**Clock distribution**

The bar under the picture is 50 um long.
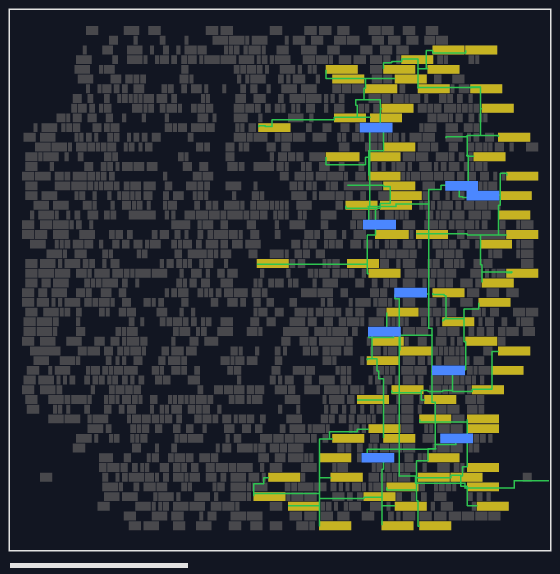
**Logic cells by family**

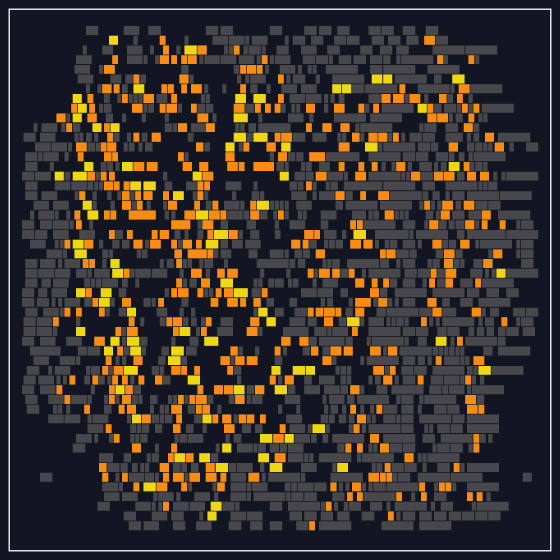
**Clock nets**

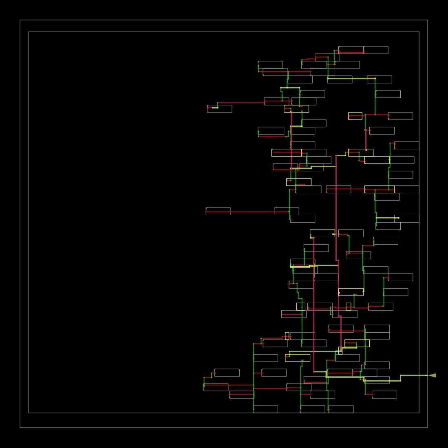
**Routed metal, one color a layer**

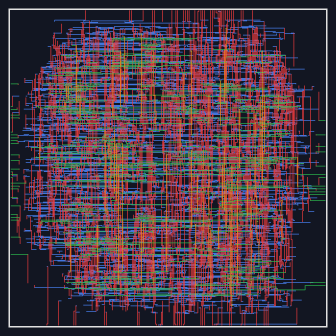
## config.mk

```make
export PLATFORM = sky130hd
export DESIGN_NAME = alu_seq
export DESIGN_NICKNAME = d
export VERILOG_FILES = /design/src/rtl/alu_seq_pkg.sv /design/src/rtl/alu_shifter.sv /design/src/rtl/alu_seq.sv
export SDC_FILE = /design/constraint.sdc
export NUM_CORES = 1
export LEC_CHECK = 0
export CAP_MARGIN = 20
export CORE_MARGIN = 3
export CORE_UTILIZATION = 50
export DETAILED_ROUTE_END_ITERATION = 10
export PLACE_DENSITY = 0.79
export SYNTH_ARGS = -nofsm -noshare
export SYNTH_HDL_FRONTEND = slang
export SYNTH_SLANG_ARGS = --single-unit
```

## constraint.sdc

```tcl
create_clock -name clk -period 8.9 [get_ports clk]
set_input_delay 1.335 -clock clk [delete_from_list [all_inputs] [get_ports clk]]
set_output_delay 1.335 -clock clk [all_outputs]
set_load 0.02 [all_outputs]
```

## src/rtl/alu_seq_pkg.sv

```systemverilog
// Shared definitions for the sequential ALU: instruction classes, ALU op codes,
// controller states and shifter modes.
package alu_seq_pkg;

    typedef enum logic [2:0] {
        R_TYPE = 3'd0,
        I_TYPE = 3'd1,
        S_TYPE = 3'd2,
        B_TYPE = 3'd3,
        U_TYPE = 3'd4,
        J_TYPE = 3'd5,
        N_TYPE = 3'd6
    } instr_type_e;

    typedef enum logic [3:0] {
        ALU_ADD  = 4'd0,
        ALU_SUB  = 4'd1,
        ALU_AND  = 4'd2,
        ALU_OR   = 4'd3,
        ALU_XOR  = 4'd4,
        ALU_SLT  = 4'd5,
        ALU_SLTU = 4'd6,
        ALU_SLL  = 4'd7,
        ALU_SRL  = 4'd8,
        ALU_SRA  = 4'd9
    } alu_op_e;

    // Codes above this value have no operation assigned.
    localparam logic [3:0] ALU_OP_LAST = 4'd9;

    typedef enum logic [1:0] {
        ST_IDLE  = 2'd0,
        ST_SHIFT = 2'd1,
        ST_DONE  = 2'd2
    } alu_state_e;

    typedef enum logic [1:0] {
        SH_SLL = 2'd0,
        SH_SRL = 2'd1,
        SH_SRA = 2'd2
    } shift_kind_e;

    localparam int SHAMT_W = 5;

    function automatic logic is_shift_op(input logic [3:0] op);
        return (op == ALU_SLL) || (op == ALU_SRL) || (op == ALU_SRA);
    endfunction

    function automatic shift_kind_e shift_kind_of(input logic [3:0] op);
        shift_kind_e k;
        k = SH_SLL;
        if (op == ALU_SRL) k = SH_SRL;
        if (op == ALU_SRA) k = SH_SRA;
        return k;
    endfunction

endpackage

```

## src/rtl/alu_shifter.sv

```systemverilog
// Iterative one-bit-per-cycle shifter. load captures the operand, count and
// shift kind; each step shifts by one and decrements the count. last flags
// the step that will bring the count to zero, and shift_out is the value the
// accumulator takes on that step, so the controller can latch it directly.
module alu_shifter
    import alu_seq_pkg::*;
#(
    parameter int XLEN = 32
) (
    input  logic               clk,
    input  logic               rst_n,
    input  logic               load,
    input  logic               step,
    input  shift_kind_e        kind,
    input  logic [XLEN-1:0]    value,
    input  logic [SHAMT_W-1:0] amount,
    output logic [XLEN-1:0]    shift_out,
    output logic               last
);

    logic [XLEN-1:0]    acc;
    logic [SHAMT_W-1:0] count;
    shift_kind_e        kind_q;

    // One-bit shift of the accumulator with the fill chosen by the captured kind.
    always_comb begin
        shift_out = acc;
        case (kind_q)
            SH_SLL:  shift_out = {acc[XLEN-2:0], 1'b0};
            SH_SRL:  shift_out = {1'b0, acc[XLEN-1:1]};
            SH_SRA:  shift_out = {acc[XLEN-1], acc[XLEN-1:1]};
            default: shift_out = acc;
        endcase
    end

    assign last = (count == SHAMT_W'(1));

    // Accumulator and down-counter; a step with the count already at zero is inert.
    always_ff @(posedge clk or negedge rst_n) begin
        if (!rst_n) begin
            acc    <= '0;
            count  <= '0;
            kind_q <= SH_SLL;
        end else if (load) begin
            acc    <= value;
            count  <= amount;
            kind_q <= kind;
        end else if (step && (count != '0)) begin
            acc    <= shift_out;
            count  <= count - SHAMT_W'(1);
        end
    end

endmodule

```

## src/rtl/alu_seq.sv

```systemverilog
// Sequential ALU: single-cycle arithmetic/logic ops, iterative shifts.
// Results are held in registers until the next operation completes.
module alu_seq
    import alu_seq_pkg::*;
#(
    parameter int XLEN = 32
) (
    input  logic            clk,
    input  logic            rst_n,
    input  logic [XLEN-1:0] a,
    input  logic [XLEN-1:0] b,
    input  logic [3:0]      alu_op,
    input  logic            start,
    output logic [XLEN-1:0] result,
    output logic            zero,
    output logic            busy,
    output logic            done,
    output logic            illegal
);

    alu_state_e      state;
    logic [XLEN-1:0] calc;
    logic            op_illegal;
    logic            op_shift;
    logic            accept;
    logic            shift_load;
    logic            shift_step;
    logic            shift_last;
    logic [XLEN-1:0] shift_out;

    assign op_illegal = (alu_op > ALU_OP_LAST);
    assign op_shift   = is_shift_op(alu_op);
    // A start arriving mid-shift is dropped, not queued.
    assign accept     = start && (state != ST_SHIFT);
    assign shift_load = accept && op_shift;
    assign shift_step = (state == ST_SHIFT);

    assign busy = (state == ST_SHIFT);
    assign done = (state == ST_DONE);

    // Single-cycle datapath for the non-shift ops; unused codes yield zero.
    always_comb begin
        calc = '0;
        case (alu_op)
            ALU_ADD:  calc = a + b;
            ALU_SUB:  calc = a - b;
            ALU_AND:  calc = a & b;
            ALU_OR:   calc = a | b;
            ALU_XOR:  calc = a ^ b;
            ALU_SLT:  calc = ($signed(a) < $signed(b)) ? XLEN'(1) : '0;
            ALU_SLTU: calc = (a < b) ? XLEN'(1) : '0;
            default:  calc = '0;
        endcase
    end

    alu_shifter #(.XLEN(XLEN)) u_shifter (
        .clk       (clk),
        .rst_n     (rst_n),
        .load      (shift_load),
        .step      (shift_step),
        .kind      (shift_kind_of(alu_op)),
        .value     (a),
        .amount    (b[SHAMT_W-1:0]),
        .shift_out (shift_out),
        .last      (shift_last)
    );

    // Controller FSM and the registered result/zero/illegal outputs.
    always_ff @(posedge clk or negedge rst_n) begin
        if (!rst_n) begin
            state   <= ST_IDLE;
            result  <= '0;
            zero    <= 1'b1;
            illegal <= 1'b0;
        end else begin
            case (state)
                ST_IDLE, ST_DONE: begin
                    if (accept) begin
                        if (!op_shift) begin
                            result  <= calc;
                            zero    <= (calc == '0);
                            illegal <= op_illegal;
                            state   <= ST_DONE;
                        end else if (b[SHAMT_W-1:0] == '0) begin
                            result  <= a;
                            zero    <= (a == '0);
                            illegal <= 1'b0;
                            state   <= ST_DONE;
                        end else begin
                            state   <= ST_SHIFT;
                        end
                    end else begin
                        state <= ST_IDLE;
                    end
                end
                ST_SHIFT: begin
                    if (shift_last) begin
                        result  <= shift_out;
                        zero    <= (shift_out == '0);
                        illegal <= 1'b0;
                        state   <= ST_DONE;
                    end
                end
                default: state <= ST_IDLE;
            endcase
        end
    end

endmodule

```

==> GITHUB_STEP_SUMMARY <==
## PnR job results

| Metric | Value |
|---|---|
| Run status | `finished clean` |
| H-tree levels | `3` |
| Number of antenna violations at the first check in global routing | `0` |
| Arrival time worst endpoint | `5.89 ns` |
| Proportion of register bits with asynchronous set or reset after synthesis | `100%` |
| Total global routing track utilization | `35.1%` |
| Starting Density | `51.5%` |
| Final setup vio count | `0` |
| Slew of the pin with the lowest slew margin | `1.07 ns` |
| Gate count of the mapped netlist | `1444` |
| Minimum hold slack | `0.472 ns` |
| Detailed-routing iteration count for the pre-antenna-repair pass | `6` |
| PostCTS Resize Cnt | `0` |
| Most area-consuming cells after synthesis | `dfrtp_1, ha_1, nand2_1, mux2i_1, a21oi_1` |
| Proportion of layout cells with a drive suffix above 1 | `5.47%` |
| Final hold violation count | `0` |
| Number of standard cells reported by yosys | `1444` |
| Synthesized chip area reported by yosys | `0.0106 sq mm` |
| Min-Delay Path Class | `reg -> reg` |
| Post-Syn Nets | `1633` |
| Total power consumption of the routed design | `2.33 mW` |
| Max Buffers Root-to-Sink | `2` |
| Remaining global-route overflow | `0` |
| Maximum number of pins on one net before global-route repair | `76` |
| Clock-pin slew on the worst setup and hold paths | `0.06 ns` |
| Core region area | `0.0205 sq mm` |
| Leakage power | `5.43 nW` |
| Crit Path Class | `in -> reg` |
| First-pass GRT wire length | `63000 um` |
| Postcts setup bufs | `0` |
| Quantity of hold-fixing buffers added after cts | `0` |
| Chip Height | `151 um` |
| Synthesized cell area | `0.0106 sq mm` |
| Worst setup path startpoint | `a[0]` |
| Max-slew violation count | `0` |
| Post-Syn Area per Cell | `7.31 sq um` |
| Number of enable flip-flop cells | `0` |
| Final Worst Setup Slack | `3.27 ns` |
| Clock tree from TritonCTS | `done` |
| Setup crit start kind | `input pin` |
| Post-synth top cells | `nand2_1, nor2_1, ha_1` |
| IR Drop Worst-Case VDD | `0.131 mV` |
| Post-Route Skew | `0.0117 ns` |
| Worst slack after detailed placement | `3.02 ns` |
| Share of Yosys cell area claimed by the top area cell type | `17.6%` |
| Min-Delay Startpoint | `result[27]` |
| Final TNS setup | `0 ns` |
| Chip Width | `151 um` |
| Area grow syn2layout | `14.6%` |
## Picture notes: 'clock distribution'
clock wires -> green  # length 1040 um
flip-flops -> yellow  # count 75
cells driving clock nets -> blue  # count 9
routed clock nets = 10
Clk network pwr share: 17.2%
insertion delay of the later-clocked pin in the worst-skew pair: 0.34 ns

## Picture notes: 'logic cells by family'
inverting AOI/OAI gates -> orange  # cells 386, where widely spread
AND-OR and OR-AND gates -> yellow  # cells 87

## Picture notes: 'clock nets'
number of buffers created by CTS: 9
tally of clock buffers in the finished layout: 12
power attributed to the clock group: 0.400 mW

## Picture notes: 'routed metal, one color a layer'
met3 -> green  # wire length 4910 um
met4 -> orange  # wire length 1650 um
met1 -> blue  # wire length 16600 um
met2 -> red  # wire length 17600 um

-- report_power, final --
| group | internal (mW) | switching [mW] |
|---|---|---|
| Clock | 0.254 | 0.146 |
| Sequential | 0.490 | 0.163 |
| Combinational | 0.495 | 0.781 |
| Total | 1.24 | 1.09 |
-- layer usage --
layer	part of all wire [%]	GRT usage, %	wire [um]
met4	4.0	12.2	1650
met2	43	53.1	17600
met5	0	0	0
met3	12	7.81	4910
met1	41	49.1	16600
-- worst max-delay path: stages --
cell             delay (ns)
clkdlybuf4s50_1        0.69
inv_1                  0.12
ha_1                   0.25
fa_1                   0.42
o21ba_2                0.25
nor4_1                 0.29
o211ai_1               0.17
nor3b_2                0.23
o41a_1                 0.42
a211o_1                0.32
a21oi_1                0.44
nand4_1                0.14
nor4_1                 0.41
nand4_1                0.16
o31ai_2                0.23
-- state kept, by name (all words and copies together) (netlist names) --
name / flops
result: 32
u_shifter.acc: 32
u_shifter.count: 5
state: 2
u_shifter.kind_q: 2
illegal: 1
zero: 1
-- cells in the final DEF, fill, tap and decap left out, drive strengths merged, types with 20 or more instances in the layout --
cell type,netlist,final
nor4,29,29
o21ai,89,89
a21oi,108,108
buf,26,20
nand2,175,175
a211oi,32,32
mux2i,62,62
a21o,24,24
nor3,35,35
o31ai,22,22
dfrtp,74,74
o221ai,20,20
inv,105,105
a22oi,25,25
nor2,118,118
nand2b,24,24
ha,116,116
nand3,40,40
clkdlybuf4s50,0,105
-- final cells by class --
class / instances / area (sq um) / area share, %
clock buffers: 12 / 246 / 2.04
clock inverters: 4 / 73.8 / 0.610
inverters: 106 / 398 / 3.29
multi-input cells: 1176 / 7960 / 65.8
flip-flops and latches: 75 / 1880 / 15.5
well taps: 270 / 338 / 2.79
repair buffers: 125 / 1200 / 9.93
-- worst paths after layout --
kind,depth (start not counted),to
max,15,zero
min,2,result[27]
max reg2reg,11,zero
min reg2reg,2,result[27]
max in group asynchronous,1,u_shifter.kind_q[1]
min in group asynchronous,1,result[7]
-- cells by family (layout without fill, tap and decap cells) --
group                      Yosys count  in the layout  share of synthesized area [%]
and+or+nand+nor                    511            511                           23.1
AOI/OAI and AO/OA                  473            473                           30.9
buffers and inverters              193            247                           7.10
adders and majority gates          118            118                           14.1
DFF                                 75             75                           17.8
muxes                               67             67                           6.42
xor gates and xnor gates             7              7                          0.581
-- metrics by stage --
stage / area, sq um / utilization (%)
after global placement: 11800 / 57.4
after detailed placement: 11800 / 57.4
after CTS: 12100 / 59.0
final: 12100 / 59.0
after global routing: 12100 / 59.0
after floorplan: 10600 / -
No activity file was given, so power comes from the tool's default toggle rates.
